File: config.mk
export PLATFORM = sky130hd
export DESIGN_NAME = uart_tx_arbiter
export DESIGN_NICKNAME = d
export VERILOG_FILES = /design/src/rtl/uart_arb_pkg.sv /design/src/rtl/uart_tx_arbiter_rr_pick.sv /design/src/rtl/uart_tx_arbiter.sv
export SDC_FILE = /design/constraint.sdc
export NUM_CORES = 1
export LEC_CHECK = 0
export ABC_AREA = 0
export CORE_MARGIN = 8
export CORE_UTILIZATION = 51
export DETAILED_ROUTE_END_ITERATION = 12
export PLACE_DENSITY = 0.86
export SKIP_LAST_GASP = 1
export SLEW_MARGIN = 30
export SYNTH_ARGS = -nofsm -noshare
export SYNTH_HDL_FRONTEND = slang
export SYNTH_HIERARCHICAL = 1
export SYNTH_SLANG_ARGS = --single-unit
File: constraint.sdc
create_clock -name clk -period 3.9 [get_ports clk]
set_input_delay 0.39 -clock clk [delete_from_list [all_inputs] [get_ports clk]]
set_output_delay 0.39 -clock clk [all_outputs]
set_load 0.02 [all_outputs]
File: src/rtl/uart_arb_pkg.sv
`default_nettype none
// ============================================================================
// Module : uart_arb_pkg
// Brief  : Shared types and constants for the UART transmit arbiter.
// Rev    : 1.0  initial release
// ============================================================================
package uart_arb_pkg;

  typedef enum logic [2:0] {
    IDLE    = 3'd0,
    HDR     = 3'd1,
    SEND    = 3'd2,
    WAIT_LO = 3'd3,
    WAIT_HI = 3'd4
  } arb_state_e;

  localparam logic [3:0] HDR_TAG = 4'hA;

  // Header byte before resizing to the datapath width: tag nibble, index nibble.
  function automatic logic [7:0] hdr_byte(input logic [3:0] idx);
    return {HDR_TAG, idx};
  endfunction

endpackage
`default_nettype wire

File: src/rtl/uart_tx_arbiter_rr_pick.sv
`default_nettype none
// ============================================================================
// Module : rr_pick
// Brief  : Combinational round-robin selector; first set request at or
//          after the pointer, wrapping modulo NUM_REQ.
// Rev    : 1.0  initial release
// ============================================================================
module rr_pick #(
  parameter int NUM_REQ = 4,
  parameter int IDX_W   = $clog2(NUM_REQ)
) (
  input  logic [NUM_REQ-1:0] req,
  input  logic [IDX_W-1:0]   ptr,
  output logic [NUM_REQ-1:0] gnt,
  output logic [IDX_W-1:0]   idx,
  output logic               any
);

  always_comb begin
    int pos;
    gnt = '0;
    idx = '0;
    any = 1'b0;
    pos = 0;
    for (int k = 0; k < NUM_REQ; k++) begin
      pos = int'(ptr) + k;
      if (pos >= NUM_REQ) begin
        pos = pos - NUM_REQ;
      end
      if (!any && req[pos]) begin
        any      = 1'b1;
        gnt[pos] = 1'b1;
        idx      = IDX_W'(pos);
      end
    end
  end

endmodule
`default_nettype wire

File: src/rtl/uart_tx_arbiter.sv
`default_nettype none
// ============================================================================
// Module : uart_tx_arbiter
// Brief  : Packet-granular round-robin sharing of one UART transmitter
//          between NUM_REQ byte-stream requesters.
// Config : define UART_ARB_HDR_EN to prefix each grant with a header byte.
// Rev    : 1.0  initial release
// ============================================================================
module uart_tx_arbiter
  import uart_arb_pkg::*;
#(
  parameter int NUM_REQ       = 4,
  parameter int DATA_BITS     = 8,
  parameter int MAX_PKT_BYTES = 16
) (
  input  logic                           clk,
  input  logic                           rst_n,
  input  logic [NUM_REQ-1:0]             req_valid,
  input  logic [NUM_REQ*DATA_BITS-1:0]   req_data,
  input  logic [NUM_REQ-1:0]             req_last,
  output logic [NUM_REQ-1:0]             req_ready,
  output logic [NUM_REQ-1:0]             grant,
  output logic                           uart_start,
  output logic [DATA_BITS-1:0]           uart_data,
  input  logic                           uart_ready,
  output logic                           busy
);

  localparam int IDX_W = $clog2(NUM_REQ);
  localparam int CNT_W = $clog2(MAX_PKT_BYTES + 1);
  localparam logic [CNT_W-1:0] C_MAX_CNT = CNT_W'(MAX_PKT_BYTES);
  localparam logic [IDX_W-1:0] C_LAST_IDX = IDX_W'(NUM_REQ - 1);

  arb_state_e           state_q, state_d;
  logic [NUM_REQ-1:0]   grant_q, grant_d;
  logic [IDX_W-1:0]     idx_q, idx_d;
  logic [IDX_W-1:0]     ptr_q, ptr_d;
  logic [CNT_W-1:0]     cnt_q, cnt_d;
  logic                 fin_q, fin_d;
  logic [DATA_BITS-1:0] data_q, data_d;

  logic [NUM_REQ-1:0]   pick_gnt;
  logic [IDX_W-1:0]     pick_idx;
  logic                 pick_any;

  logic                 sel_valid;
  logic                 sel_last;
  logic [DATA_BITS-1:0] sel_data;
  logic [CNT_W-1:0]     cnt_inc;
  logic                 send_fire;
  logic                 hdr_fire;

  rr_pick #(
    .NUM_REQ (NUM_REQ),
    .IDX_W   (IDX_W)
  ) u_rr_pick (
    .req (req_valid),
    .ptr (ptr_q),
    .gnt (pick_gnt),
    .idx (pick_idx),
    .any (pick_any)
  );

  // Only the granted requester's lane is ever looked at.
  assign sel_valid = req_valid[idx_q];
  assign sel_last  = req_last[idx_q];
  assign sel_data  = req_data[int'(idx_q) * DATA_BITS +: DATA_BITS];
  assign cnt_inc   = cnt_q + CNT_W'(1);
  assign send_fire = (state_q == SEND) && uart_ready && sel_valid;

`ifdef UART_ARB_HDR_EN
  logic [7:0]           hdr_raw;
  logic [DATA_BITS-1:0] hdr_data;
  assign hdr_raw  = hdr_byte(4'(idx_q));
  assign hdr_data = DATA_BITS'(hdr_raw);
  assign hdr_fire = (state_q == HDR) && uart_ready;
`else
  assign hdr_fire = 1'b0;
`endif

  always_ff @(posedge clk or negedge rst_n) begin
    if (!rst_n) begin
      state_q <= IDLE;
      grant_q <= '0;
      idx_q   <= '0;
      ptr_q   <= '0;
      cnt_q   <= '0;
      fin_q   <= 1'b0;
      data_q  <= '0;
    end else begin
      state_q <= state_d;
      grant_q <= grant_d;
      idx_q   <= idx_d;
      ptr_q   <= ptr_d;
      cnt_q   <= cnt_d;
      fin_q   <= fin_d;
      data_q  <= data_d;
    end
  end

  always_comb begin
    state_d = state_q;
    case (state_q)
      IDLE: begin
        if (pick_any) begin
`ifdef UART_ARB_HDR_EN
          state_d = HDR;
`else
          state_d = SEND;
`endif
        end
      end
`ifdef UART_ARB_HDR_EN
      HDR: begin
        if (uart_ready) begin
          state_d = WAIT_LO;
        end
      end
`endif
      SEND: begin
        if (send_fire) begin
          state_d = WAIT_LO;
        end
      end
      WAIT_LO: begin
        if (!uart_ready) begin
          state_d = WAIT_HI;
        end
      end
      WAIT_HI: begin
        if (uart_ready) begin
          state_d = fin_q ? IDLE : SEND;
        end
      end
      default: state_d = IDLE;
    endcase
  end

  always_comb begin
    grant_d = grant_q;
    idx_d   = idx_q;
    ptr_d   = ptr_q;
    cnt_d   = cnt_q;
    fin_d   = fin_q;
    data_d  = data_q;
    if ((state_q == IDLE) && pick_any) begin
      grant_d = pick_gnt;
      idx_d   = pick_idx;
      fin_d   = 1'b0;
    end
    if (send_fire) begin
      data_d = sel_data;
      cnt_d  = cnt_inc;
      fin_d  = sel_last || (cnt_inc == C_MAX_CNT);
    end
`ifdef UART_ARB_HDR_EN
    if (hdr_fire) begin
      data_d = hdr_data;
    end
`endif
    // Release after the transmitter has fully taken the closing byte.
    if ((state_q == WAIT_HI) && uart_ready && fin_q) begin
      grant_d = '0;
      ptr_d   = (idx_q == C_LAST_IDX) ? '0 : idx_q + IDX_W'(1);
      cnt_d   = '0;
    end
  end

  always_comb begin
    uart_start = send_fire || hdr_fire;
    uart_data  = data_d;
    req_ready  = send_fire ? grant_q : '0;
    grant      = grant_q;
    busy       = (state_q != IDLE);
  end

endmodule
`default_nettype wire

==> CHANGELOG.md <==
## Implementation

* Outcome: finished, final reports clean
* Pre-CTS setup slack at 0.843 ns
* Endpoints failing hold at 0
* Clock Power at 0.000152 W
* Final worst slack at 0.876 ns
* Cell type with the largest total area: dfrtp_1
* Longest Clk Path Bufs at 2
* Worst setup SP type: primary input
* Kind of cell adding the most delay to the critical path: buffers and inverters
* Power density cells at 607 nW/µm²
* Floorplan Utilization at 0.539
* FMAX at 0.331 GHz
* MaxCap Viol Count at 0
* Routed Antenna Nets at 0
* Int Power at 0.000906 W
* Min Tclk post-route at 3.02 ns
* Total track usage at 0.151
* DRC Markers at 0
* Remaining Overflow, GRT at 0
* Wire length on met3 at 284 µm
* Yosys top cell by instances: dfrtp_1
* Slowest CP cell: clkdlybuf4s50_1
* Post-CTS Repair Setup Buffers at 0
* Slew Viols, Final at 0
* Ys Warns at 6
* Die area at 6190 µm²
* DP HPWL at 3.59 mm
* Most common logic cells in the final layout: 59 x clkdlybuf4s50_1, 25 x dfrtp_1, 18 x nand2_1
* Setup CP Type: primary input to primary output
* Synth Flop Type: dfrtp_1
* Power Combinational at 0.000987 W
* Final setup vio count at 0
* Flop pwr share at 0.292
* Die height at 78.7 µm
* Crit-path max FO at 17
* Row cnt at 22
* Detailed Routing Iterations Pass 1 at 4
* WL met2 at 2.18 mm
* Cells on worst reg2reg path at 7
* Late-Pin Clk Latency at 0.26 ns
* Asr flop ratio synth at 1.00
* LEAKAGE at 1.15 nW
* Crit-path most repeated cell: clkdlybuf4s50_1
* Slew @ Worst Pin at 0.554 ns
* Synth Seq Share at 0.312
* Sw Pwr at 0.000703 W
* Area delta synth->final at 32.3%
* Worst path cell trace: clkdlybuf4s50_1 -> mux4_2 -> nand4b_4 -> inv_6 -> and2_1 -> clkdlybuf4s50_1
* Non-Filler Instances at 284
* Cell count listed in synth_stat.txt at 178
* Critical Path Sink Type: primary output
* Fin Hold WS at 0.104 ns
* Core Region at 3720 µm²
* Max_slew headroom at 0.631
* Total CTS buffers at 3
* CTS tree: done
* WP buf/inv at 3
* Post-synth EDFFs at 0
* Synth cell count leaders: 25 x dfrtp_1, 18 x nand2_1, 12 x nor2_1
* Diode count at 0
* Crit path launch: req_valid[1]
* I/O pin cnt at 61
* FILL cells at 280
* Number of flip-flops under the largest register name at 8
* Number of clock sinks at 25
* Largest type area fraction at 0.312
* CTS Root Cell: clkbuf_8
* Setup TNS at 0 ns
* Part of the power in combinational logic at 0.613
* Vias per Instance at 5.64
* Top cells by area: dfrtp_1 31%, mux4_2 12%, ha_1 6.9%, nand2_4 5.1%, mux4_1 3.9%
* Vias in the first global route at 1676
* CP required at 3.51 ns
* Max VDD drop at 0.305 mV
* WL final at 4.52 mm
* Vias after detailed routing at 1602
* Total power draw at 0.00161 W
* CTS HTree Levels at 1
* CP max stage delay at 0.59 ns
* GRT met3 Usage at 0.0372
* Syn Area/Cell at 11.3 µm²
* Hold Path Class: primary input to asynchronous set/reset pin
* CTS resizes at 0
* DR top layer: met4
* Pwr top: combinational cells
* Reg2reg start: ptr_q[1]
* Wl on met1 at 1.99 mm
* Worst EP arrival at 2.63 ns
* Unique masters post-synth at 47
* First-pass GRT wire length at 7.80 mm
* Avg WL per Cell at 15.9 µm
* Placer congestion estimate at 0.797
* CTS Hold Buffers Added at 0
* Seq group at 0.000470 W
* Synthesized area at 2000 µm²
* Initial antenna violation count at 0
* DP Cell Count at 280
* Top cell excl fill/tap: clkdlybuf4s50_1
* Syn nets at 232
* Iter 0 DRT Violations at 115
* Syn Inst Count at 178
* Die X at 78.7 µm
* Yosys stat chip area at 2000 µm²
* Yosys reg bits at 25
* Sw frac at 0.437
* Post-layout period usage at 0.775
* Port bufs at 60
* Reg2reg end: idx_q[0]
* RSZ-0062 raised after global routing: no
* Final layout net count at 291
* Internal reg-to-reg setup slack at 0.99 ns
* CP Capture Point: req_ready[1]
* Crit. path cell count at 6
==> per-stage QoR <==
| stage | area (µm²) | utilization |
|---|---|---|
| floorplan | 2000 | - |
| global placement | 2610 | 0.703 |
| detailed placement | 2610 | 0.702 |
| CTS | 2650 | 0.714 |
| global route | 2650 | 0.714 |
| finish | 2650 | 0.714 |
==> kinds of logic after synthesis <==
logic type | after synthesis | share of synthesized area
simple gates | 74 | 0.248
compound gates | 31 | 0.109
flops | 25 | 0.312
mux | 23 | 0.210
buf+inv | 12 | 0.0437
fa+ha+maj | 11 | 0.0687
xor+xnor | 2 | 0.00874
==> area by class of cell <==
cell class	count	area [µm²]	share of cell area
multi-input combinational	141	1290	0.487
tap	48	60.1	0.0226
sequential	25	626	0.236
timing repair buffer	62	611	0.230
clock buffer	4	45.0	0.0170
inverter	4	20.0	0.00755
### Metal layers overlaid

Scale: 4 px per µm.
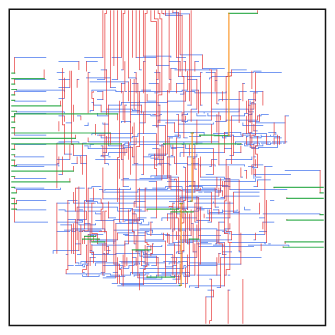
M4: marked orange, wire length 68.0 µm. M1: marked blue, wire length 1990 µm. M3: marked green, wire length 284 µm. M2: marked red, wire length 2180 µm.

### Clock network drawn from the DEF

Scale: 4 px per µm.
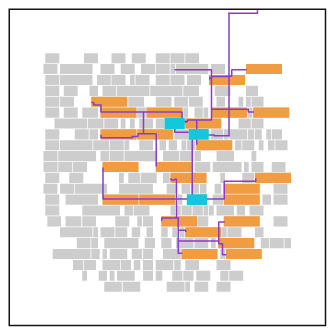
clock wires: marked purple, length 297 µm. clock-net drivers: marked cyan, count 3. flip-flops: marked orange, count 25.
There are 4 routed clock nets.

### Routing congestion

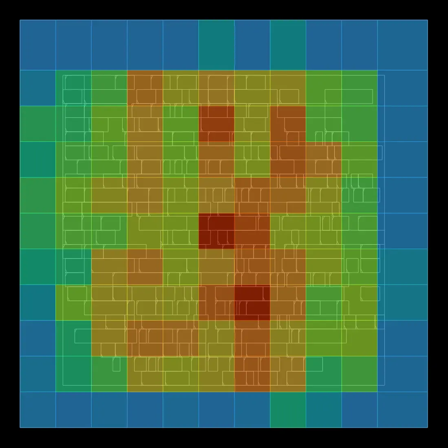
final core occ: 0.714
grt met2 use: 0.241
Global Route met1 Usage: 0.196
layer with the highest usage: met2

### Sequential cells grouped by signal name

Scale: 4 px per µm. Other sequential cells in the stronger grey, the rest of the logic in the fainter grey.
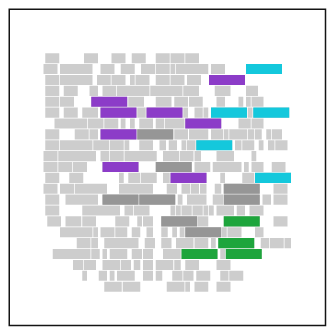
data_q: marked purple, flops 8. cnt_q: marked cyan, flops 5. grant: marked green, flops 4, where lower right.

### The metal 3 layer

Scale: 4 px per µm.
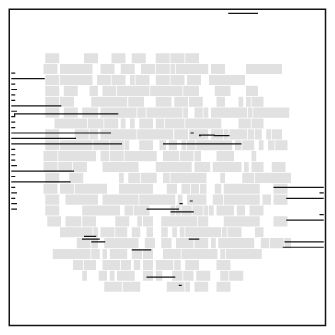
The layer holds 6.3% of the routed length. 45 nets have wire on it.

Power is estimated from default activity; no workload was simulated.
